## src/rtl/arith_pkg.sv

```systemverilog
// Shared arithmetic definitions: FSM state encodings and default operand width.
package arith_pkg;

    localparam int DEFAULT_WIDTH = 8;

    typedef enum logic [1:0] {
        IDLE  = 2'b00,
        SHIFT = 2'b01,
        DONE  = 2'b10
    } state_t;

endpackage

```

## src/rtl/full_adder.sv

```systemverilog
// One-bit full adder built from two half adders and an OR.
// Latency: purely combinational.
// Backpressure: none.
module full_adder (
    input  logic a,
    input  logic b,
    input  logic cin,
    output logic s,
    output logic co
);

    logic ha0_s;
    logic ha0_c;
    logic ha1_c;

    assign ha0_s = a ^ b;
    assign ha0_c = a & b;
    assign s     = ha0_s ^ cin;
    assign ha1_c = ha0_s & cin;
    assign co    = ha0_c | ha1_c;

endmodule

```

## src/rtl/serial_adder.sv

```systemverilog
// Bit-serial adder: one full-adder step per cycle, LSB first.
// Latency: done pulses WIDTH+1 cycles after start is accepted; one result per WIDTH+2 cycles.
// Backpressure: start is only sampled in IDLE; requests while busy are dropped.
module serial_adder
    import arith_pkg::*;
#(
    parameter int WIDTH = DEFAULT_WIDTH
) (
    input  logic             clk,
    input  logic             rst,
    input  logic             start,
    input  logic [WIDTH-1:0] a,
    input  logic [WIDTH-1:0] b,
    input  logic             cin,
    output logic             busy,
    output logic             done,
    output logic [WIDTH-1:0] sum,
    output logic             cout
);

    localparam int CW = $clog2(WIDTH + 1);
    localparam logic [CW-1:0] CNT_LAST = CW'(WIDTH - 1);

    state_t           state;
    state_t           state_nxt;
    logic [WIDTH-1:0] a_sh;
    logic [WIDTH-1:0] b_sh;
    logic [WIDTH-1:0] psum;
    logic [WIDTH-1:0] psum_nxt;
    logic             carry;
    logic [CW-1:0]    cnt;
    logic             last_bit;
    logic             fa_s;
    logic             fa_co;

    full_adder u_fa (
        .a   (a_sh[0]),
        .b   (b_sh[0]),
        .cin (carry),
        .s   (fa_s),
        .co  (fa_co)
    );

    assign last_bit = (cnt == CNT_LAST);
    assign psum_nxt = {fa_s, {(WIDTH-1){1'b0}}} | (psum >> 1);

    always_ff @(posedge clk) begin
        if (rst) begin
            state <= IDLE;
        end else begin
            state <= state_nxt;
        end
    end

    always_comb begin
        state_nxt = state;
        case (state)
            IDLE:    if (start) state_nxt = SHIFT;
            SHIFT:   if (last_bit) state_nxt = DONE;
            DONE:    state_nxt = IDLE;
            default: state_nxt = IDLE;
        endcase
    end

    always_ff @(posedge clk) begin
        if (rst) begin
            a_sh  <= '0;
            b_sh  <= '0;
            psum  <= '0;
            carry <= 1'b0;
            cnt   <= '0;
            sum   <= '0;
            cout  <= 1'b0;
        end else begin
            case (state)
                IDLE: begin
                    if (start) begin
                        a_sh  <= a;
                        b_sh  <= b;
                        psum  <= '0;
                        carry <= cin;
                        cnt   <= '0;
                    end
                end
                SHIFT: begin
                    a_sh  <= a_sh >> 1;
                    b_sh  <= b_sh >> 1;
                    psum  <= psum_nxt;
                    carry <= fa_co;
                    cnt   <= cnt + CW'(1);
                    // Result registers load on the edge into DONE so they are valid alongside done.
                    if (last_bit) begin
                        sum  <= psum_nxt;
                        cout <= fa_co;
                    end
                end
                default: ;
            endcase
        end
    end

    assign busy = (state == SHIFT);
    assign done = (state == DONE);

endmodule
```

## config.mk

```make
export PLATFORM = sky130hd
export DESIGN_NAME = serial_adder
export DESIGN_NICKNAME = d
export VERILOG_FILES = /design/src/rtl/arith_pkg.sv /design/src/rtl/full_adder.sv /design/src/rtl/serial_adder.sv
export SDC_FILE = /design/constraint.sdc
export NUM_CORES = 1
export LEC_CHECK = 0
export ABC_AREA = 1
export CAP_MARGIN = 30
export CORE_ASPECT_RATIO = 0.8
export CORE_MARGIN = 1
export CORE_UTILIZATION = 45
export CTS_CLUSTER_SIZE = 10
export DETAILED_ROUTE_END_ITERATION = 8
export PLACE_DENSITY = 0.72
export SLEW_MARGIN = 0
export SYNTH_ARGS = -nofsm -noshare
export SYNTH_HDL_FRONTEND = slang
export SYNTH_SLANG_ARGS = --single-unit
export TNS_END_PERCENT = 30
```

## constraint.sdc

```tcl
create_clock -name clk -period 1.9 [get_ports clk]
set_clock_uncertainty 0.2 [all_clocks]
set_input_delay 0.38 -clock clk [delete_from_list [all_inputs] [get_ports clk]]
set_output_delay 0.38 -clock clk [all_outputs]
set_load 0.02 [all_outputs]
```

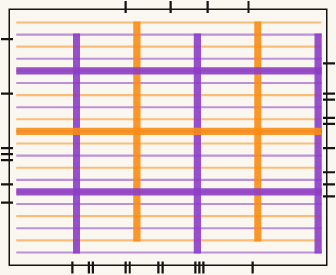
Fig. 1. PDN straps and rails (run 1).
Pins as bars on the die edge.
| net | color |
|---|---|
| VSS | purple |
| VDD | orange |
met5 straps: 3
rows: 19

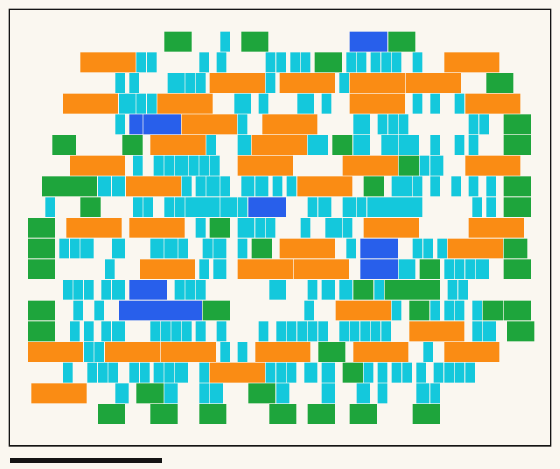
Fig. 2. Cells colored by class (run 1).
Scale bar: 20 um.
| class | color | cells | share of their area |
|---|---|---|---|
| flops | orange | 39 | 36% |
| clock drivers and dummy loads | blue | 8 | 5.4% |
| all other logic | cyan | 203 | 40% |
| other buffers and delay cells | green | 44 | 19% |

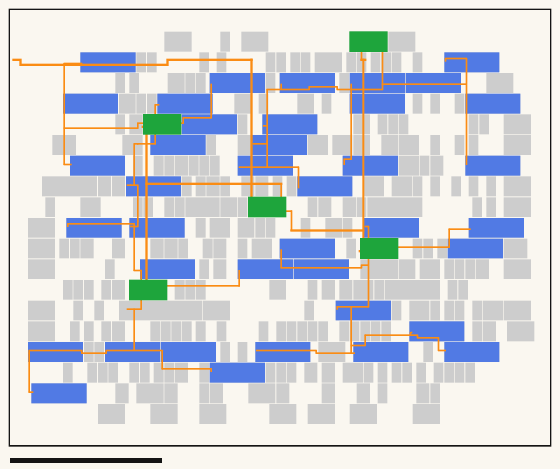
Fig. 3. Clock network drawn from the DEF (run 1).
Scale bar: 20 um.
[flip-flops] blue | count: 39
[cells driving clock nets] green | count: 5
[clock wires] orange | length: 447 um
flops lie: widely spread
routed clock nets: 6

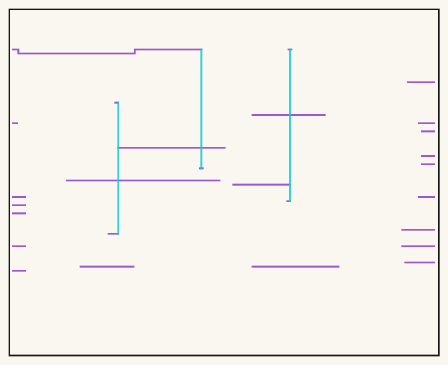
Fig. 4. Signal wires by layer (run 1).
Only two layers are drawn.
| layer | color | wire length |
|---|---|---|
| met3 | purple | 165 um |
| met4 | cyan | 66.6 um |

==> summary.txt, run 1 <==
Physical design

Total global-route track usage over all layers is 0.206. Pin placement for this block handled 31 I/O pins. The complex-gate fraction of the synthesized area stands at 0.0489. Per the power-grid run, VDD falls by no more than 0.473 mV. Of all the cell area in the finished design, the clock network holds 0.0523. The final timing report derives a shortest allowable period of 1850 ps. Among all stages on the critical path, the largest delay is contributed by sky130_fd_sc_hd__dlygate4sd2_1.

The number of buffers inserted by post-CTS setup repair stands at 0. The number of logic gates stands at 175. The design has 39 sequential cells. Per the CTS log, the maximum H-tree level is 2. For this design the static power due to leakage is 1.03 nW. The non-clock buffer share of cell area stands at 0.190. The final critical-path share of the clock period stands at 0.972. The area share of and/or/nand/nor cells after synthesis stands at 0.377. The number of clock buffers added by TritonCTS is 5.

Warnings raised by the tools during the run amount to 26. Counting flops with an async set or reset pin after synthesis yields a share of 0. The total power after layout stands at 1.83 mW. After synthesis, the cell types taking the most area are sky130_fd_sc_hd__dfxtp_1 46%, sky130_fd_sc_hd__nand2_1 14%, sky130_fd_sc_hd__nor2_1 13%, sky130_fd_sc_hd__nand3_1 7.0%, sky130_fd_sc_hd__inv_1 6.1%. Setup repair after global routing left no endpoint under its margin. The initial antenna violation count stands at 0. The number of standard-cell rows in the floorplan stands at 19. The final layout report lists a filler cell count of 329. The total of warnings raised by yosys stands at 0. Per Yosys stat, the portion of area used by sequential elements is 0.455. Looking at the worst setup and hold paths, the clock pins of their registers show a slew of 70 ps. The post-place setup slack stands at 114 ps. Sorting the Yosys area breakdown by cell type puts at the top sky130_fd_sc_hd__dfxtp_1. STA classifies the critical path endpoint as a primary output.

The DRC violation count after routing stands at 0. The final wirelength stands at 3610 um. Per the run summary, max-cap violations total 0.

Summing all non-filler instances in the final layout gives an area of 2250 um2. TritonCTS built the clock tree. The die is 57.2 um tall. The synthesized net count stands at 277. Dividing the detail-routed wire length by the instance count gives 10.7 um. The transition time of the tightest slew-check pin stands at 281 ps. The buffer_ports step reported a buffer count of 30. The area overhead of the layout relative to synthesis stands at 31.1%. The flow ran to the end, and the final reports show no timing, DRC or antenna violations.
[run 1: worst reg2reg max path, stage by stage, from the launching register on]
cell,delay [ps]
sky130_fd_sc_hd__dfxtp_1,320
sky130_fd_sc_hd__buf_4,140
sky130_fd_sc_hd__nor2_2,160
sky130_fd_sc_hd__buf_4,290
sky130_fd_sc_hd__nand2_2,220
sky130_fd_sc_hd__inv_1,160
sky130_fd_sc_hd__nor2_1,50
sky130_fd_sc_hd__nor2_1,100
[run 1: report_power, final]
| part | internal, mW | switching (mW) |
|---|---|---|
| logic | 0.113 | 0.141 |
| clock network | 0.425 | 0.282 |
| registers | 0.850 | 0.0197 |
[run 1: cell families (layout without fill, tap and decap cells)]
group | after synthesis | in the layout
simple gates | 158 | 158
buf+inv | 41 | 80
flops | 39 | 39
compound gates | 15 | 15
fa+ha+maj | 2 | 2
[run 1: cell usage in the layout, fill, tap and decap left out, types with 2 or more instances in the layout]
cell	n
sky130_fd_sc_hd__clkbuf_8	6
sky130_fd_sc_hd__o21ai_0	4
sky130_fd_sc_hd__clkdlybuf4s50_1	28
sky130_fd_sc_hd__nand2_2	2
sky130_fd_sc_hd__buf_4	12
sky130_fd_sc_hd__o22ai_1	7
sky130_fd_sc_hd__nand3_1	24
sky130_fd_sc_hd__inv_1	28
sky130_fd_sc_hd__buf_12	2
sky130_fd_sc_hd__nor2_2	2
sky130_fd_sc_hd__nand3b_1	3
sky130_fd_sc_hd__nor2_1	61
sky130_fd_sc_hd__dfxtp_1	39
sky130_fd_sc_hd__dlygate4sd2_1	2
sky130_fd_sc_hd__nand2_1	65
sky130_fd_sc_hd__a21oi_1	4
[run 1: timing repair]
item / in CTS / in global routing
gates resized: 2 / 0
hold endpoints to repair: 0 / 0
endpoints found under the setup margin: 2 / 0
==> run 1 -> run 2 <==
--- a/config.mk
+++ b/config.mk
@@ -12,6 +12,8 @@
 export CORE_UTILIZATION = 45
 export CTS_CLUSTER_SIZE = 10
 export DETAILED_ROUTE_END_ITERATION = 8
+export GPL_ROUTABILITY_DRIVEN = 0
+export GPL_TIMING_DRIVEN = 0
 export PLACE_DENSITY = 0.72
 export SLEW_MARGIN = 0
 export SYNTH_ARGS = -nofsm -noshare
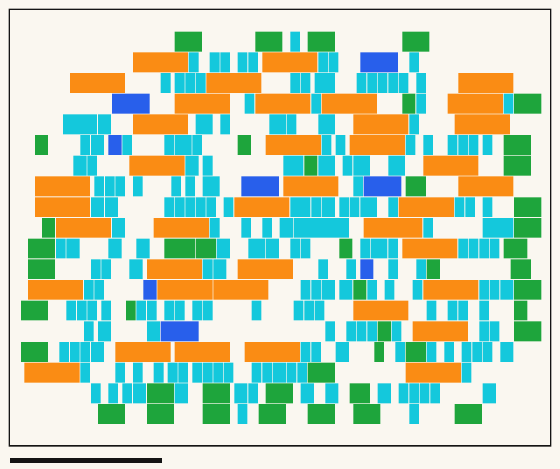
Fig. 5. Cells colored by class (run 2).
Scale bar: 20 um.
| class | color | cells | share of their area |
|---|---|---|---|
| flops | orange | 39 | 37% |
| other buffers and delay cells | green | 45 | 18% |
| clock drivers and dummy loads | blue | 8 | 4.0% |
| all other logic | cyan | 203 | 41% |

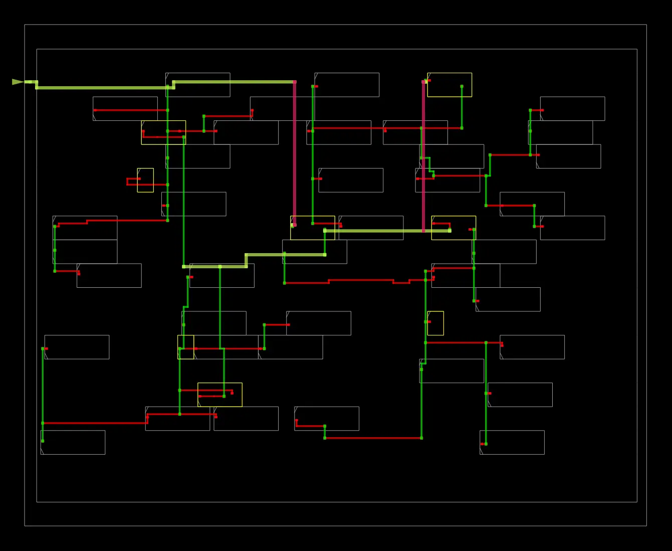
Fig. 6. Clock nets (run 2).
CTS Buf Count: 5
clock sink count: 39
clock insertion delay at the later pin of the skew report: 290 ps
clock buffer count: 5
registers: 39

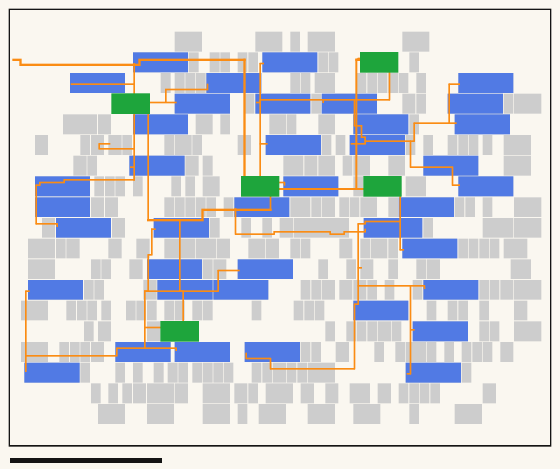
Fig. 7. Clock network drawn from the DEF (run 2).
Scale bar: 20 um.
[flip-flops] blue | count: 39
[clock wires] orange | length: 458 um
[cells driving clock nets] green | count: 5
routed clock nets: 6

==> summary.txt, run 2 <==
Physical design

The tally of OpenROAD warnings is 27 (+3.8%). The number of buffers inserted by port buffering came to 28 (-6.7%). The aggregate global-route resource usage is 0.195 (-0.0111). The total of warnings raised by yosys came to 0 (unchanged).

The area fraction of the largest cell type after synthesis is 0.455. The max-cap violation count is 0 (unchanged). Setup repair after global routing left no endpoint under its margin. The synthesized net count stands at 277 (unchanged).

TritonCTS built the clock tree. Following the worst setup path forward leads to its endpoint at busy. The number of buffers inserted by post-CTS setup repair stands at 0 (unchanged). The number of I/O pins stands at 31 (unchanged). Per the run report, area growth between synthesis and finish was 26.4%. The number of resized instances in the post-cts repair step stands at 7 (+5). Sorting the Yosys area breakdown by cell type puts at the top sky130_fd_sc_hd__dfxtp_1.

The clock-pin slew reported for the worst setup and hold paths after clock tree synthesis is 80 ps (about the same). The leakage power stands at 0.994 nW (-3.3%). The critical path buffer and inverter count stands at 3.

The flow ran to the end, and the final reports show no timing, DRC or antenna violations. The post-synth count of flops with an enable pin is 0. The worst setup path is captured at a primary output. Per the Yosys statistics, synthesis produced 255 cells. The final wirelength is 3590 um (-0.66%). The worst path required time stands at 1320 ps. The number of standard-cell rows in the floorplan was 19 (unchanged).

The library cells used most frequently in the layout, excluding fill and tap cells, are 65 x sky130_fd_sc_hd__nand2_1, 61 x sky130_fd_sc_hd__nor2_1, 38 x sky130_fd_sc_hd__dfxtp_1, 28 x sky130_fd_sc_hd__inv_1, 26 x sky130_fd_sc_hd__clkdlybuf4s50_1. The maximum level of the CTS H-tree was 2 (unchanged). The fraction of registers with async set/reset came to 0 (unchanged). Among logic cells in the layout, the one with the most instances is sky130_fd_sc_hd__nand2_1.

The transition time of the tightest slew-check pin stands at 460 ps (+179 ps). The largest vdd supply drop stands at 0.491 mV (+3.9%). The maximum fanout along the worst path stands at 10. The highest clock rate this design can be run at is 554 MHz. The total power after layout was 1.65 mW (-9.7%). The initial antenna violation count came to 0 (unchanged). Per the CTS log, the root buffer master is sky130_fd_sc_hd__clkbuf_8. The time the worst path needs with I/O delays and setup stands at 1800 ps (-41.3 ps). The total die area stands at 4060 um2. The final critical-path share of the clock period stands at 0.950 (-0.0217). The number of global-route vias before repair stands at 1372. The DRC violation count after routing was 0 (unchanged).

The critical path's slowest stage uses the library cell sky130_fd_sc_hd__dfxtp_2. In the post-synthesis netlist, the biggest area contributors are sky130_fd_sc_hd__dfxtp_1 46%, sky130_fd_sc_hd__nand2_1 14%, sky130_fd_sc_hd__nor2_1 13%, sky130_fd_sc_hd__nand3_1 7.0%, sky130_fd_sc_hd__inv_1 6.1%. The number of inserted filler cells in the final layout stands at 326 (-0.91%). The sequential cell area fraction in the yosys report stands at 0.455 (unchanged). The post-place setup slack stands at -253 ps (-367 ps).

The routed length per placed instance stands at 10.6 um (-0.96%). The die height was 57.2 um (unchanged). The largest net degree at the start of global routing stands at 13.

The final report lists a non-filler cell total of 337.
## run 2: cell counts after synthesis
Identical to the previous run, type by type.
## run 2: stage by stage
stage           util  instance area (um2)
6_report       0.612                 2170
5_1_grt        0.612                 2170
4_1_cts        0.605                 2140
3_5_place_dp   0.578                 2050
3_3_place_gp   0.578                 2050
2_1_floorplan      -                 1710
## run 2: kinds of logic after synthesis
family,after synthesis,synth area share
and+or+nand+nor,158,0.377
adders and majority gates,2,0.0190
AOI/OAI and AO/OA,15,0.0489
DFF,39,0.455
buffers and inverters,41,0.0993
## run 2: per-layer routing
| metal | GRT usage | share of wire |
|---|---|---|
| met1 | 0.270 | 0.53 |
| met2 | 0.284 | 0.42 |
| met3 | 0.0548 | 0.048 |
| met4 | 0.0857 | 0.0092 |
| met5 | 0 | 0 |
## run 2: power breakdown
part           total (mW)  leakage (nW)  internal, mW  switching [mW]
combinational       0.248         0.629         0.107           0.141
clock               0.535        0.0477         0.251           0.284
sequential          0.870         0.317         0.851          0.0196
## run 2: how the worst min path moves through the flow
stage | to | slack [ps] | cells after the start
6_report | a_sh[7] | 190 | 2
3_3_place_gp | psum[1] | 250 | 2
5_1_grt | b_sh[7] | 190 | 2
3_5_place_dp | b_sh[5] | 260 | 2
2_1_floorplan | psum[1] | 240 | 2
4_1_cts | b_sh[7] | 180 | 2
## run 2: cell type report
cell class / count / area share
Buffer: 13 / 0.0329
Inverter: 28 / 0.0485
Multi-Input combinational cell: 175 / 0.355
Clock inverter: 3 / 0.00693
Clock buffer: 5 / 0.0318
Timing Repair Buffer: 32 / 0.140
Sequential cell: 39 / 0.361
Tap cell: 42 / 0.0242
==> run 2 -> run 3 <==
--- a/config.mk
+++ b/config.mk
@@ -10,12 +10,13 @@
 export CORE_ASPECT_RATIO = 0.8
 export CORE_MARGIN = 1
 export CORE_UTILIZATION = 45
+export CTS_BUF_LIST = sky130_fd_sc_hd__clkbuf_16
 export CTS_CLUSTER_SIZE = 10
 export DETAILED_ROUTE_END_ITERATION = 8
 export GPL_ROUTABILITY_DRIVEN = 0
 export GPL_TIMING_DRIVEN = 0
+export MAX_ROUTING_LAYER = met4
 export PLACE_DENSITY = 0.72
-export SLEW_MARGIN = 0
 export SYNTH_ARGS = -nofsm -noshare
 export SYNTH_HDL_FRONTEND = slang
 export SYNTH_SLANG_ARGS = --single-unit
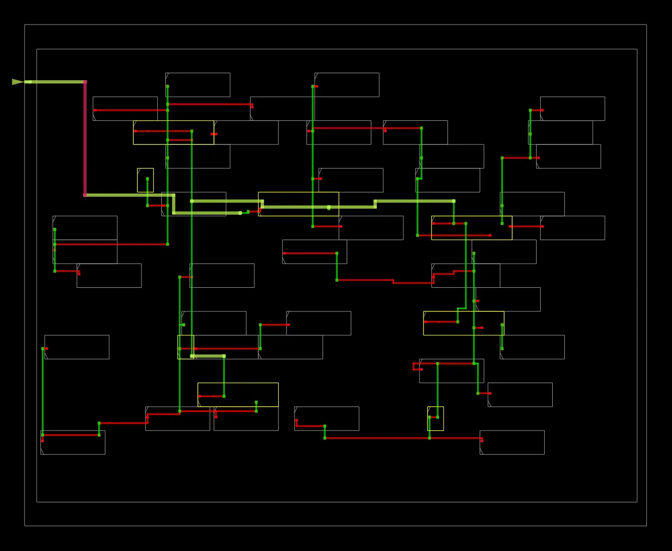
Fig. 8. Clock nets (run 3).
clock insertion delay at the later pin of the skew report: 280 ps
Power Clock: 0.786 mW

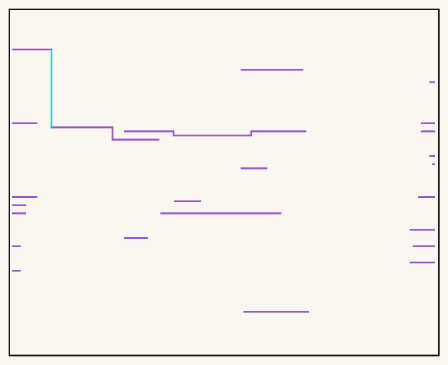
Fig. 9. Signal wires by layer (run 3).
Only two layers are drawn.
| layer | color | wire length |
|---|---|---|
| met4 | cyan | 12.9 um |
| met3 | purple | 144 um |

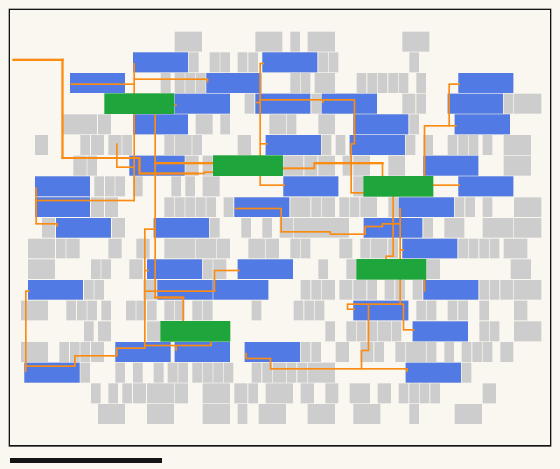
Fig. 10. Clock network drawn from the DEF (run 3).
Scale bar: 20 um.
[flip-flops] blue | count: 39
[cells driving clock nets] green | count: 5
[clock wires] orange | length: 444 um
flops lie: widely spread

==> summary.txt, run 3 <==
Physical design

The run finished with clean final reports. The number of clock buffers inserted by TritonCTS stands at 5 (unchanged). The path with the worst hold slack has its endpoint at a_sh[7]. Following the worst setup path forward leads to its endpoint at sum[7]. The number of enable-type register cells in the synthesized netlist stands at 0 (unchanged). The number of standard-cell rows in the floorplan came to 19 (unchanged). The time the worst path needs with I/O delays and setup stands at 1790 ps (-18.5 ps). The aggregate global-route resource usage stands at 0.196 (+0.00187). By area the synthesized netlist is led by sky130_fd_sc_hd__dfxtp_1 46%, sky130_fd_sc_hd__nand2_1 14%, sky130_fd_sc_hd__nor2_1 13%, sky130_fd_sc_hd__nand3_1 7.0%, sky130_fd_sc_hd__inv_1 6.1%. The final instance area stands at 2220 um2 (+2.6%). The library cells used most frequently in the layout, excluding fill and tap cells, are 65 x sky130_fd_sc_hd__nand2_1, 61 x sky130_fd_sc_hd__nor2_1, 38 x sky130_fd_sc_hd__dfxtp_1, 28 x sky130_fd_sc_hd__inv_1, 26 x sky130_fd_sc_hd__clkdlybuf4s50_1. Setup repair after global routing left no endpoint under its margin. The number of inserted filler cells in the final layout stands at 310 (-4.9%).

The total die area came to 4060 um2 (unchanged). The clock-pin slew reported for the worst setup and hold paths after clock tree synthesis is 60 ps (-20 ps). The die height came to 57.2 um (unchanged). The post-place setup slack was -253 ps (unchanged). The area fraction of the dominant cell type after synthesis stands at 0.455 (unchanged). The routed length per placed instance was 10.6 um (-0.67%). The area overhead of the layout relative to synthesis stands at 29.7%.

In this run the clock root is driven by a sky130_fd_sc_hd__clkbuf_16. The top cell type in the final layout, fill and taps aside, is sky130_fd_sc_hd__nand2_1. The number of clock sinks stands at 39 (unchanged). The worst path required time came to 1320 ps (about the same). The final core utilization stands at 0.628 (+0.0159). The tally of OpenROAD warnings stands at 27 (unchanged). The number of global-route vias before repair was 1364 (-0.58%). The hold-critical path depth stands at 2 (unchanged). Per the synthesis report, the dominant area consumer among library cells is sky130_fd_sc_hd__dfxtp_1. The largest vdd supply drop is 0.564 mV (+15%). STA classifies the critical path endpoint as a primary output. The highest clock rate is 560 MHz (+1.0%).

The initial antenna violation count is 0 (unchanged). The internal power stands at 1.44 mW (+19%). The fraction of registers with async set/reset came to 0 (unchanged). The critical path's slowest stage uses the library cell sky130_fd_sc_hd__clkdlybuf4s50_1.
run 3: cell counts after synthesis:
No cell type changed its count.
run 3: cells by family (layout without fill, tap and decap cells):
group | count (synthesis) | after routing | share of synthesized area
compound gates | 15 | 15 | 0.0489
fa+ha+maj | 2 | 2 | 0.0190
buf+inv | 41 | 81 | 0.0993
flops | 39 | 39 | 0.455
simple gates | 158 | 158 | 0.377
run 3: timing repair:
action / in CTS / in global routing
gates resized: 7 / 2
hold buffers: 0 / 0
hold endpoints to repair: 0 / 0
pin swaps: 0 / 1
setup buffers: 0 / 4
setup endpoints to repair: 2 / 1
run 3: power by group through the flow:
| stage | combinational [mW] | sequential, mW | clock, mW |
|---|---|---|---|
| 4_1_cts | 0.235 | 0.871 | 0.797 |
| 3_5_place_dp | 0.229 | 0.888 | 0 |
| 5_1_grt | 0.279 | 0.875 | 0.835 |
| 3_3_place_gp | 0.227 | 0.888 | 0 |
| 6_report | 0.249 | 0.872 | 0.786 |
| 2_1_floorplan | 0.148 | 0.884 | 0 |
run 3: final cells by class:
class / count / area, um2 / share of cell area
plain buffers: 13 / 71.3 / 0.0321
clock buffers: 5 / 125 / 0.0563
clock inverters: 3 / 15.0 / 0.00675
inverters: 28 / 105 / 0.0473
multi-input cells: 175 / 768 / 0.346
flip-flops and latches: 39 / 782 / 0.352
well taps: 42 / 52.6 / 0.0236
repair buffers: 32 / 304 / 0.137
run 3: per-layer routing:
| metal | GRT usage | vias up | wire (um) |
|---|---|---|---|
| met1 | 0.272 | 701 | 1900 |
| met3 | 0.0495 | 2 | 143 |
| met5 | - | - | 0 |
| met4 | 0.0686 | 0 | 12 |
| met2 | 0.279 | 31 | 1500 |
| li1 | - | 863 | - |
Power and IR drop assume default switching activity.
